$ cat src/rtl/uart_fifo_tx_sequencer.sv
// Sits between the host write path, the 128x8 UART FIFO and the UART transmitter:
// gates host writes against full, pops one byte at a time and hands it over valid/ready.
module uart_fifo_tx_sequencer #(
    parameter int RD_LATENCY = 2,
    parameter int CNT_WIDTH  = 16
) (
    input  logic                 clock,
    input  logic                 reset_n,
    input  logic                 enable,
    input  logic                 wr_en,
    input  logic [7:0]           wr_data,
    output logic                 fifo_write_n,
    output logic [7:0]           fifo_data_in,
    output logic                 fifo_read_n,
    input  logic [7:0]           fifo_data_out,
    input  logic                 fifo_full,
    input  logic                 fifo_empty,
    output logic [7:0]           tx_data,
    output logic                 tx_valid,
    input  logic                 tx_ready,
    output logic                 overflow,
    input  logic                 clr_overflow,
    output logic                 busy,
    output logic [CNT_WIDTH-1:0] tx_count
);

    typedef enum logic [1:0] {
        IDLE    = 2'd0,
        READ    = 2'd1,
        WAIT    = 2'd2,
        PRESENT = 2'd3
    } state_t;

    localparam logic [2:0] LAT_LOAD = 3'(RD_LATENCY - 1);

    state_t               r_state;
    state_t               w_state_next;
    logic [2:0]           r_lat_cnt;
    logic [2:0]           w_lat_cnt_next;
    logic                 w_capture;
    logic                 w_handshake;
    logic                 w_wr_accept;
    logic                 w_wr_drop;

    logic                 r_fifo_write_n;
    logic [7:0]           r_fifo_data_in;
    logic                 r_overflow;
    logic [7:0]           r_tx_data;
    logic                 r_tx_valid;
    logic [CNT_WIDTH-1:0] r_tx_count;

    assign w_wr_accept = wr_en & ~fifo_full;
    assign w_wr_drop   = wr_en & fifo_full;

    // Write strobe is registered so the FIFO sees a clean one-cycle low pulse per accepted byte.
    always_ff @(posedge clock or negedge reset_n) begin
        if (!reset_n) begin
            r_fifo_write_n <= 1'b1;
            r_fifo_data_in <= 8'h00;
            r_overflow     <= 1'b0;
        end else begin
            // NOTE: state uses non-blocking assignments so every flop samples pre-edge values.
            r_fifo_write_n <= ~w_wr_accept;
            if (w_wr_accept)
                r_fifo_data_in <= wr_data;
            if (w_wr_drop)
                r_overflow <= 1'b1;
            else if (clr_overflow)
                r_overflow <= 1'b0;
        end
    end

    always_ff @(posedge clock or negedge reset_n) begin
        if (!reset_n) begin
            r_state   <= IDLE;
            r_lat_cnt <= 3'd0;
        end else begin
            r_state   <= w_state_next;
            r_lat_cnt <= w_lat_cnt_next;
        end
    end

    always_comb begin
        // NOTE: defaults first so no path through the case leaves a signal unassigned (no latches).
        w_state_next   = r_state;
        w_lat_cnt_next = r_lat_cnt;
        w_capture      = 1'b0;
        w_handshake    = 1'b0;
        case (r_state)
            IDLE: begin
                if (enable && !fifo_empty)
                    w_state_next = READ;
            end
            READ: begin
                w_lat_cnt_next = LAT_LOAD;
                w_state_next   = WAIT;
            end
            WAIT: begin
                if (r_lat_cnt == 3'd0) begin
                    w_capture    = 1'b1;
                    w_state_next = PRESENT;
                end else begin
                    w_lat_cnt_next = r_lat_cnt - 3'd1;
                end
            end
            PRESENT: begin
                if (tx_ready) begin
                    w_handshake  = 1'b1;
                    w_state_next = IDLE;
                end
            end
            default: w_state_next = IDLE;
        endcase
    end

    // tx_data is only loaded on capture, so it stays stable for the whole PRESENT stall.
    always_ff @(posedge clock or negedge reset_n) begin
        if (!reset_n) begin
            r_tx_data  <= 8'h00;
            r_tx_valid <= 1'b0;
            r_tx_count <= '0;
        end else begin
            if (w_capture) begin
                r_tx_data  <= fifo_data_out;
                r_tx_valid <= 1'b1;
            end else if (w_handshake) begin
                r_tx_valid <= 1'b0;
                r_tx_count <= r_tx_count + CNT_WIDTH'(1);
            end
        end
    end

    assign fifo_write_n = r_fifo_write_n;
    assign fifo_data_in = r_fifo_data_in;
    assign fifo_read_n  = (r_state != READ);
    assign tx_data      = r_tx_data;
    assign tx_valid     = r_tx_valid;
    assign overflow     = r_overflow;
    assign busy         = (r_state != IDLE);
    assign tx_count     = r_tx_count;

endmodule

$ cat config.mk
export PLATFORM = sky130hd
export DESIGN_NAME = uart_fifo_tx_sequencer
export DESIGN_NICKNAME = d
export VERILOG_FILES = /design/src/rtl/uart_fifo_tx_sequencer.sv
export SDC_FILE = /design/constraint.sdc
export NUM_CORES = 1
export LEC_CHECK = 0
export CORE_MARGIN = 4
export CORE_UTILIZATION = 40
export DETAILED_ROUTE_END_ITERATION = 10
export PLACE_DENSITY = 0.82
export SYNTH_ARGS = -nofsm -noshare
export SYNTH_HDL_FRONTEND = slang
export SYNTH_SLANG_ARGS = --single-unit
$ cat constraint.sdc
create_clock -name clock -period 1.5 [get_ports clock]
set_input_delay 0.3 -clock clock [delete_from_list [all_inputs] [get_ports clock]]
set_output_delay 0.3 -clock clock [all_outputs]
set_load 0.05 [all_outputs]
==> flow_summary.yaml, run 1 <==
# physical design summary
status:
  status: "finished, violations left"
  violations: "negative setup slack"
die:
  pin_count: 61
setup_path:
  r2r_slack_ps: -70
  endpoint_kind: "output pin"
power_and_ir_drop:
  p_seq_uw: 1710
  p_seq_frac: 0.291
  cellPowerDensity_mw_per_mm2: 1890
  switching_share: 0.377
drt:
  vias: 1301
  viasPerCell: 4.82
  wl_met1_um: 1570
  ant_nets: 0
layout:
  clkbuf_count: 7
  clock_cell_area_share: 0.0408
  synthToLayoutAreaGrowth_pct: 77.7
  filler_cell_count: 256
final_timing:
  setup_tns_ps: -515
  setup_ws_ps: -97.0
  drv_slew: 0
  fin_crit_ps: 1600
  finalSetupViolations: 13
global_route:
  grtUsageMet1: 0.181
logic_synthesis:
  synth-async-reset-ratio: 1.00
worst_hold_path:
  min_path_cells: 2
cts:
  clkSlewWorstSetupHoldPaths_ps: 80
  ctsHoldBuffers: 1
placement:
  dpl.hpwl_um: 3100
[run 1: registers in the layout (all words and copies together), names as in the netlist]
signal / cells
r_lat_cnt: 3
fifo_write_n: 1
tx_data: 8
tx_valid: 1
r_state: 2
fifo_data_in: 8
overflow: 1
tx_count: 16
[run 1: per-stage QoR]
stage | total power [µW] | hold slack [ps] | worst slack, ps
6_report | 5850 | 482 | -97.0
5_1_grt | 6150 | 540 | -195
4_1_cts | 5810 | 489 | -120
3_5_place_dp | 4740 | 274 | -251
3_3_place_gp | 4670 | 265 | -181
2_1_floorplan | 3150 | 4.41 | -90.7
[run 1: worst register-to-register path: cells and delay by family, from the launching register on]
kind                       cells  cell delay (ps)
buffers and inverters          1               50
xor gates and xnor gates       1              160
adders and majority gates      2              330
and+or+nand+nor                3              570
DFF                            1              360
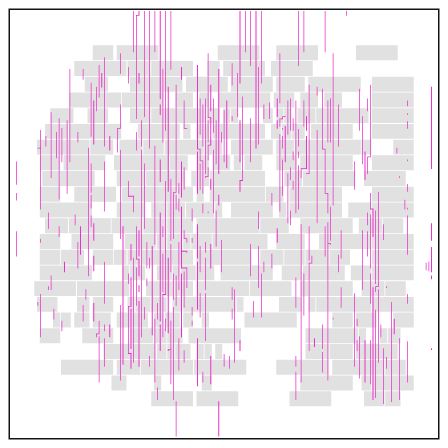
run_1/met2.png
main direction: vertical
longest straight run: 32.3 µm

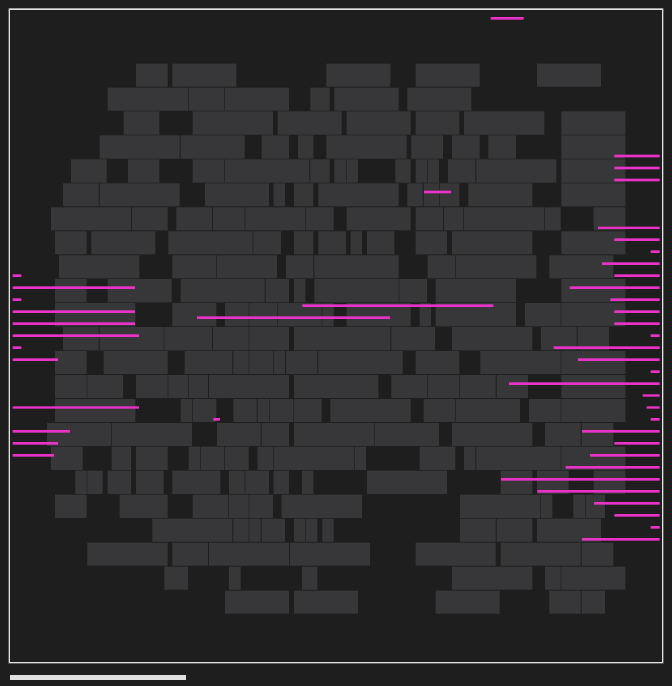
run_1/met3.png
Bar = 20 µm.
longest straight run: 21.6 µm
main direction: horizontal
nets with wire on the layer: 45

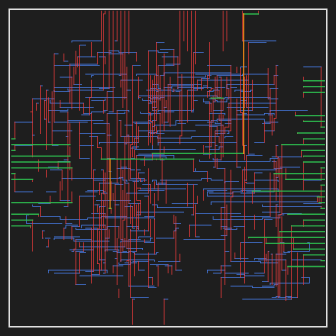
run_1/metal_stack.png
[red] met2 | wire length: 1980 µm
[green] met3 | wire length: 330 µm
[orange] met4 | wire length: 44.2 µm
[blue] met1 | wire length: 1570 µm

run_1/final_congestion.png
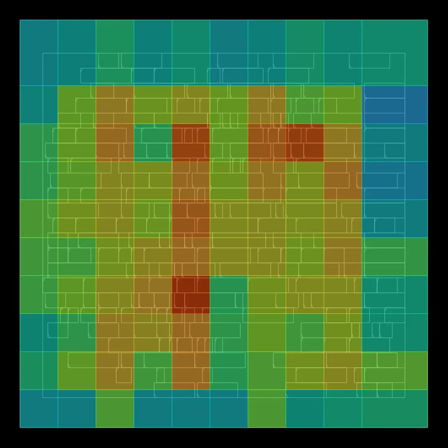

==> run 2, diff against run 1 <==
- TNS_END_PERCENT: default -> 50
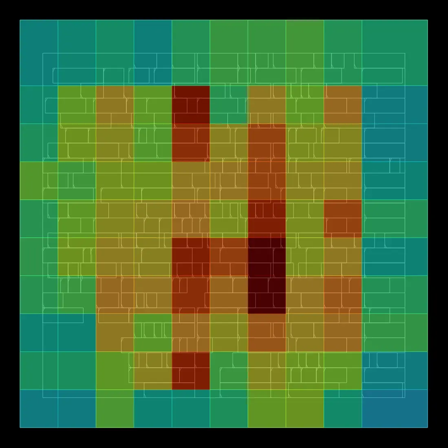
run_2/final_congestion.png
Total GRT Usage: 0.168
layer with the highest usage: met2
met3 usage: 0.0338

==> flow_summary.yaml, run 2 <==
# physical design summary
status:
  status: "finished, violations left"
  violations: "negative hold slack, negative setup slack"
cts:
  clkSlewWorstSetupHoldPaths_ps: 90
  ctsHoldBuffers: 0
layout:
  synthToLayoutAreaGrowth_pct: 87.2
  largest_reg_flops: 16
  clock_cell_area_share: 0.0261
logic_synthesis:
  synth-async-reset-ratio: 1.00
final_timing:
  finalSetupViolations: 15
  setup_ws_ps: -177
  setup_tns_ps: -1190
  finalHoldViolCount: 22
  fin_crit_ps: 1680
  holdWs_ps: -16.7
  drv_slew: 0
global_route:
  grtUsageMet1: 0.203
drt:
  viasPerCell: 4.95
  ant_nets: 0
  wl_met1_um: 1870
placement:
  dpl.hpwl_um: 3240
  dp_slack_ps: -227
power_and_ir_drop:
  power_uw: 5910
setup_path:
  endpoint_kind: "register"
  r2r_slack_ps: -180
die:
  die_w_um: 74.0
  pin_count: 61
[run 2: where the power goes]
| part | internal [µW] | switching [µW] | total (µW) |
|---|---|---|---|
| Sequential | 1370 | 290 | 1660 |
| Combinational | 1800 | 1740 | 3530 |
| Clock | 325 | 391 | 716 |
[run 2: logic make-up (layout without fill, tap and decap cells)]
| group | after synthesis | count (layout) | synth area share |
|---|---|---|---|
| flip-flops | 40 | 40 | 0.575 |
| AND/OR/NAND/NOR | 36 | 36 | 0.124 |
| multiplexers | 18 | 18 | 0.116 |
| XOR/XNOR | 15 | 15 | 0.0753 |
| buffers and inverters | 12 | 104 | 0.0308 |
| AND-OR/OR-AND | 9 | 9 | 0.0287 |
| adder cells (fa/ha/maj) | 7 | 7 | 0.0502 |
Power is estimated from default activity; no workload was simulated.
